--- config.mk ---
export PLATFORM = sky130hd
export DESIGN_NAME = ksa_mp_seq_flat
export DESIGN_NICKNAME = d
export VERILOG_FILES = /design/src/rtl/ksa_pkg.sv /design/src/rtl/ksa_mp_seq_if.sv /design/src/rtl/ksa_8.sv /design/src/rtl/ksa_mp_seq.sv /design/src/flat_wrapper.sv
export SDC_FILE = /design/constraint.sdc
export NUM_CORES = 1
export LEC_CHECK = 0
export ABC_AREA = 1
export CAP_MARGIN = 20
export CORE_ASPECT_RATIO = 0.6
export CORE_MARGIN = 2
export CORE_UTILIZATION = 44
export DETAILED_ROUTE_END_ITERATION = 10
export PLACE_DENSITY_LB_ADDON = 0.25
export SYNTH_ARGS = -nofsm -noshare
export SYNTH_HDL_FRONTEND = slang
export SYNTH_SLANG_ARGS = --single-unit
export TNS_END_PERCENT = 100
--- constraint.sdc ---
create_clock -name clk -period 3.1 [get_ports clk]
set_clock_uncertainty 0.2 [all_clocks]
set_input_delay 0.62 -clock clk [delete_from_list [all_inputs] [get_ports clk]]
set_output_delay 0.62 -clock clk [all_outputs]
set_load 0.05 [all_outputs]
--- src/rtl/ksa_pkg.sv ---
// Shared types for the multi-precision Kogge-Stone adder: sequencer states and slice width.
package ksa_pkg;

    localparam int SLICE_W = 8;

    typedef enum logic [1:0] {
        IDLE = 2'd0,
        RUN  = 2'd1,
        DONE = 2'd2
    } ksa_state_e;

endpackage

--- src/rtl/ksa_mp_seq_if.sv ---
// Operand/result handshake bundle for ksa_mp_seq.
// Carries op_sub when KSA_MP_SEQ_SUB_EN is defined.
interface ksa_mp_seq_if #(
    parameter int WORDS = 4
) ();
    localparam int W = 8 * WORDS;

    logic         in_valid;
    logic         in_ready;
    logic [W-1:0] a;
    logic [W-1:0] b;
    logic         cin;
`ifdef KSA_MP_SEQ_SUB_EN
    logic         op_sub;
`endif
    logic         out_valid;
    logic         out_ready;
    logic [W-1:0] sum;
    logic         cout;
    logic         ovf;

`ifdef KSA_MP_SEQ_SUB_EN
    modport master (output in_valid, a, b, cin, op_sub, out_ready,
                    input  in_ready, out_valid, sum, cout, ovf);
    modport slave  (input  in_valid, a, b, cin, op_sub, out_ready,
                    output in_ready, out_valid, sum, cout, ovf);
`else
    modport master (output in_valid, a, b, cin, out_ready,
                    input  in_ready, out_valid, sum, cout, ovf);
    modport slave  (input  in_valid, a, b, cin, out_ready,
                    output in_ready, out_valid, sum, cout, ovf);
`endif

endinterface

--- src/rtl/ksa_8.sv ---
// 8-bit Kogge-Stone adder slice with carry in/out; purely combinational.
module ksa_8
    import ksa_pkg::*;
(
    input  logic [SLICE_W-1:0] a_i,
    input  logic [SLICE_W-1:0] b_i,
    input  logic               cin_i,
    output logic [SLICE_W-1:0] s_o,
    output logic               cout_o
);

    localparam int LVLS = $clog2(SLICE_W);

    // Each level lives in its own scope so the prefix tree has no self-referencing vector.
    for (genvar l = 0; l <= LVLS; l++) begin : g_lvl
        logic [SLICE_W-1:0] gv;
        logic [SLICE_W-1:0] pv;
        if (l == 0) begin : g_init
            assign gv = a_i & b_i;
            assign pv = a_i ^ b_i;
        end else begin : g_step
            for (genvar i = 0; i < SLICE_W; i++) begin : g_bit
                if (i >= (1 << (l - 1))) begin : g_merge
                    assign gv[i] = g_lvl[l-1].gv[i] |
                                   (g_lvl[l-1].pv[i] & g_lvl[l-1].gv[i-(1<<(l-1))]);
                    assign pv[i] = g_lvl[l-1].pv[i] & g_lvl[l-1].pv[i-(1<<(l-1))];
                end else begin : g_pass
                    assign gv[i] = g_lvl[l-1].gv[i];
                    assign pv[i] = g_lvl[l-1].pv[i];
                end
            end
        end
    end

    logic [SLICE_W:0] carry;

    assign carry[0]         = cin_i;
    assign carry[SLICE_W:1] = g_lvl[LVLS].gv | (g_lvl[LVLS].pv & {SLICE_W{cin_i}});
    assign s_o              = g_lvl[0].pv ^ carry[SLICE_W-1:0];
    assign cout_o           = carry[SLICE_W];

endmodule

--- src/rtl/ksa_mp_seq.sv ---
// Multi-precision sequential adder: one ksa_8 slice reused LSB byte first, carry registered between bytes.
// Optional subtract mode (op_sub) is enabled by defining KSA_MP_SEQ_SUB_EN.
module ksa_mp_seq
    import ksa_pkg::*;
#(
    parameter int WORDS = 4
) (
    input  logic        clk,
    input  logic        rst,
    ksa_mp_seq_if.slave bus
);

    localparam int W     = SLICE_W * WORDS;
    localparam int IDX_W = (WORDS > 1) ? $clog2(WORDS) : 1;

    ksa_state_e         state_q, state_d;
    logic [IDX_W-1:0]   idx_q;
    logic [W-1:0]       a_q;
    logic [W-1:0]       b_q;
    logic               carry_q;
    logic [W-1:0]       sum_q;
    logic               cout_q;
    logic               ovf_q;

    logic [W-1:0]       b_eff;
    logic               cin_eff;
    logic               accept;
    logic               last;
    logic [SLICE_W-1:0] slice_a;
    logic [SLICE_W-1:0] slice_b;
    logic [SLICE_W-1:0] slice_s;
    logic               slice_cout;

`ifdef KSA_MP_SEQ_SUB_EN
    // Two's-complement subtract: invert B and force the initial carry.
    assign b_eff   = bus.op_sub ? ~bus.b : bus.b;
    assign cin_eff = bus.op_sub | bus.cin;
`else
    assign b_eff   = bus.b;
    assign cin_eff = bus.cin;
`endif

    assign bus.in_ready  = (state_q == IDLE) && !rst;
    assign bus.out_valid = (state_q == DONE);
    assign bus.sum       = sum_q;
    assign bus.cout      = cout_q;
    assign bus.ovf       = ovf_q;

    assign accept  = bus.in_valid && bus.in_ready;
    assign last    = (idx_q == IDX_W'(WORDS - 1));
    assign slice_a = a_q[SLICE_W*int'(idx_q) +: SLICE_W];
    assign slice_b = b_q[SLICE_W*int'(idx_q) +: SLICE_W];

    ksa_8 u_slice (
        .a_i    (slice_a),
        .b_i    (slice_b),
        .cin_i  (carry_q),
        .s_o    (slice_s),
        .cout_o (slice_cout)
    );

    always_comb begin
        state_d = state_q;
        case (state_q)
            IDLE:    if (accept) state_d = RUN;
            RUN:     if (last) state_d = DONE;
            DONE:    if (bus.out_ready) state_d = IDLE;
            default: state_d = IDLE;
        endcase
    end

    always_ff @(posedge clk) begin
        if (rst) begin
            state_q <= IDLE;
        end else begin
            state_q <= state_d;
        end
    end

    always_ff @(posedge clk) begin
        if (rst) begin
            idx_q   <= '0;
            a_q     <= '0;
            b_q     <= '0;
            carry_q <= 1'b0;
            sum_q   <= '0;
            cout_q  <= 1'b0;
            ovf_q   <= 1'b0;
        end else begin
            case (state_q)
                IDLE: begin
                    if (accept) begin
                        a_q     <= bus.a;
                        b_q     <= b_eff;
                        carry_q <= cin_eff;
                        idx_q   <= '0;
                    end
                end
                RUN: begin
                    sum_q[SLICE_W*int'(idx_q) +: SLICE_W] <= slice_s;
                    carry_q <= slice_cout;
                    idx_q   <= idx_q + 1'b1;
                    if (last) begin
                        cout_q <= slice_cout;
                        ovf_q  <= (a_q[W-1] == b_q[W-1]) && (slice_s[SLICE_W-1] != a_q[W-1]);
                    end
                end
                default: ;
            endcase
        end
    end

endmodule

--- src/flat_wrapper.sv ---
// flat-port wrapper written by rule: the top's interface ports become plain ports
module ksa_mp_seq_flat import ksa_pkg::*;
#(
    parameter int WORDS = 4
)
  (clk, rst, bus_in_valid, bus_a, bus_b, bus_cin, bus_out_ready, bus_in_ready, bus_out_valid, bus_sum, bus_cout, bus_ovf);
  ksa_mp_seq_if #(.WORDS(WORDS)) bus_i ();
  input  logic clk;
  input  logic rst;
  input wire logic [$bits(bus_i.in_valid)-1:0] bus_in_valid;
  input wire logic [$bits(bus_i.a)-1:0] bus_a;
  input wire logic [$bits(bus_i.b)-1:0] bus_b;
  input wire logic [$bits(bus_i.cin)-1:0] bus_cin;
  input wire logic [$bits(bus_i.out_ready)-1:0] bus_out_ready;
  output wire logic [$bits(bus_i.in_ready)-1:0] bus_in_ready;
  output wire logic [$bits(bus_i.out_valid)-1:0] bus_out_valid;
  output wire logic [$bits(bus_i.sum)-1:0] bus_sum;
  output wire logic [$bits(bus_i.cout)-1:0] bus_cout;
  output wire logic [$bits(bus_i.ovf)-1:0] bus_ovf;
  assign bus_i.in_valid = bus_in_valid;
  assign bus_i.a = bus_a;
  assign bus_i.b = bus_b;
  assign bus_i.cin = bus_cin;
  assign bus_i.out_ready = bus_out_ready;
  assign bus_in_ready = bus_i.in_ready;
  assign bus_out_valid = bus_i.out_valid;
  assign bus_sum = bus_i.sum;
  assign bus_cout = bus_i.cout;
  assign bus_ovf = bus_i.ovf;
  ksa_mp_seq #(.WORDS(WORDS)) u_core (.clk(clk), .rst(rst), .bus(bus_i));
endmodule
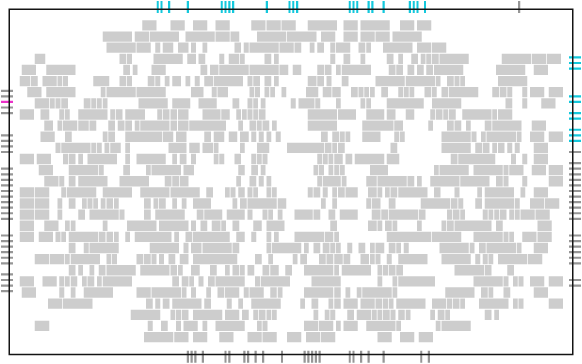
(images/pinout.png)
Pins as bars across the die edge, other pins in grey.
[cyan] bus_sum | pins: 32 | direction: output | edge: 22 top, 10 right
[magenta] bus_out_ready | pins: 1 | direction: input | edge: left
all pins by edge: 30 right, 29 left, 23 bottom, 23 top
vertical die size: 84.0 µm
# port buffers: 104
Die W: 137 µm

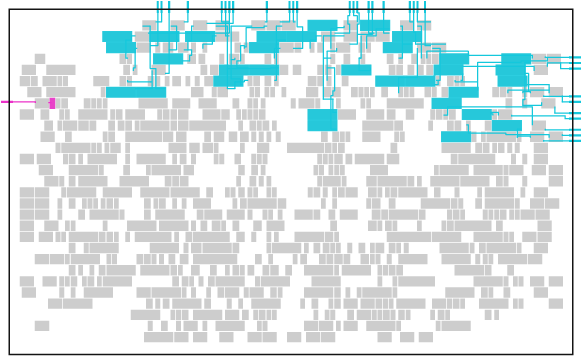
(images/port_trees.png)
[cyan] bus_sum | bits: 32 | direction: output | edge: 22 top, 10 right | end cells: 32 | wire: 762 µm
[magenta] bus_out_ready | bits: 1 | direction: input | edge: left | end cells: 1 | wire: 6.60 µm

==> summary.txt <==
Observations from the implementation run.

Finish:
- Summing all multi-input logic gate instances after layout gives 2330 µm².
- Per the layout area report, the register area comes to 2060 µm².
- Across the whole layout, storage elements make up 33.5% of the cell area.
- The run gives the layout buffer count excluding clock buffers as 116.
- After layout the clock buffers and inverters come to 5.22% of cell area.

Floorplan:
- The run gives the area of the core region as 10500 µm².
- The run puts the number of top-level pins at 105.
- The run puts the tap cell instance count at 139.
- The run puts the number of cell rows at 29.

Logic synthesis:
- The run gives the total of flip-flops plus latches after synthesis as 103.
- The run puts the number of standard cells after synthesis at 657.
- The run puts the total number of yosys warnings at 0.
- In this run, synthesis inferred 0 flip-flops with an integrated enable.
- dfxtp_1 takes more of the synthesized area than any other cell.
- By area the synthesized netlist is led by dfxtp_1, nand2_1, a21oi_1, ha_1, o21ai_0.
- The run puts the part of the Yosys area used for sequential elements at 43.9%.
- The run gives the proportion of synthesized flip-flops having asynchronous set or reset as 0%.
- The run puts the number of nets in the synthesized netlist at 742.
- The run puts the number of distinct library cell variants in the gate-level netlist after synthesis at 32.

Detailed routing:
- The run gives the DRC violation count after routing as 0.
- The run gives the average wire per standard cell as 15.3 µm.
- The run gives the length of the first detailed-routing pass in iterations as 4.

Hold path:
- The type recorded for the worst min-delay path is reg -> reg.

Place:
- The run puts the half-perimeter wire length after detailed placement at 9850 µm.
- The run gives the placement-stage cell area as 5840 µm².

Clocking:
- The run puts the hold buffer count at CTS at 0.
- The run puts the buffers inserted during post-CTS setup optimization at 0.
- The run gives the clock tree root buffer cell as clkbuf_16.
- The run gives the quantity of gates resized following cts as 0.
- The run gives the H-tree depth as 3.

Timing:
- The run gives the number of hold violations in the final report as 0.
- Setup repair after global routing left no endpoint under its margin.
- The final layout reports a setup TNS of 0 ps.
- The run gives the final setup violation count as 0.
- The run puts the slew of the pin with the lowest slew margin at 1010 ps.

Status:
- The flow ran to the end, and the final reports show no timing, DRC or antenna violations.

Critical path:
- The run gives the delay of the slowest critical-path stage as 380 ps.
- The run gives the number of buffer and inverter stages on the critical path as 1.
- The run puts the worst path arrival time at 2840 ps.

Pwr:
- The run gives the relative contribution of combinational cells to total power as 17.5%.
- Per report_power, the Clock row totals 1.21 mW.
- The run puts the power dissipated in sequential cells at 1.41 mW.
- Summed over all combinational cells, the power is 0.555 mW.

Global route:
- The run gives the maximum number of pins on one net before global-route repair as 104.
- The run gives the global routing usage summed across all routing layers as 23.6%.

Flow run:
- The run gives the number of maximum-capacitance violations as 0.
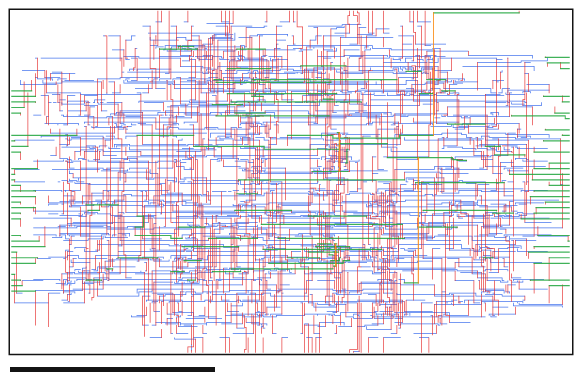
(images/layers.png)
Scale bar: 50 µm.
[red] M2 | wire length: 5290 µm
[blue] M1 | wire length: 7130 µm
[orange] M4 | wire length: 75.5 µm
[green] M3 | wire length: 1120 µm

path summary, 6_finish.rpt:
check | slack [ps] | startpoint | endpoint | cells past startpoint
max reg2reg | 320 | u_core.idx_q[0] | u_core.bus.sum[11] | 11
min | 260 | u_core.bus.sum[29] | u_core.bus.sum[29] | 2
min reg2reg | 260 | u_core.bus.sum[29] | u_core.bus.sum[29] | 2
max | 320 | u_core.idx_q[0] | u_core.bus.sum[11] | 11
registers in the layout, summed over array words and instances (netlist names):
| name | flops |
|---|---|
| u_core.a_q | 32 |
| u_core.b_q | 32 |
| u_core.carry_q | 1 |
| u_core.idx_q | 2 |
| u_core.state_q | 2 |
| u_core.bus.ovf | 1 |
| u_core.bus.sum | 32 |
| u_core.bus.cout | 1 |
metal layers:
metal,track usage (%),wire length [µm]
met1,38.7,7130
met2,31.1,5290
met3,4.74,1120
met4,4.12,75
met5,0,0
per-stage QoR:
stage | util (%) | total power, mW | hold WS [ps] | setup slack (ps) | std cells
finish | 58.8 | 3.18 | 265 | 325 | 889
global route | 58.8 | 3.32 | 283 | 106 | 889
CTS | 58.8 | 3.20 | 266 | 363 | 889
detailed placement | 55.7 | 1.99 | 256 | 387 | 874
global placement | 55.7 | 1.98 | 253 | 386 | 874
floorplan | - | 1.77 | 241 | 532 | 657
worst register-to-register path, stage by stage (launching register included):
cell and delay (ps):
dfxtp_1 330, buf_4 200, o21ai_0 300, o22ai_1 140
ha_1 380, or2_1 280, nand2_1 70, nand2_1 70
xnor2_1 180, nor2_1 270, nand3_1 140, a21oi_1 140
kinds of logic (layout without fill, tap and decap cells):
group,after synthesis,in the layout,synth area share [%]
simple gates,306,306,27.2
compound gates,159,159,17.6
flops,103,103,43.9
xor+xnor,3,3,0.560
fa+ha+maj,16,16,4.42
buf+inv,70,163,6.34
Power is estimated from default activity; no workload was simulated.
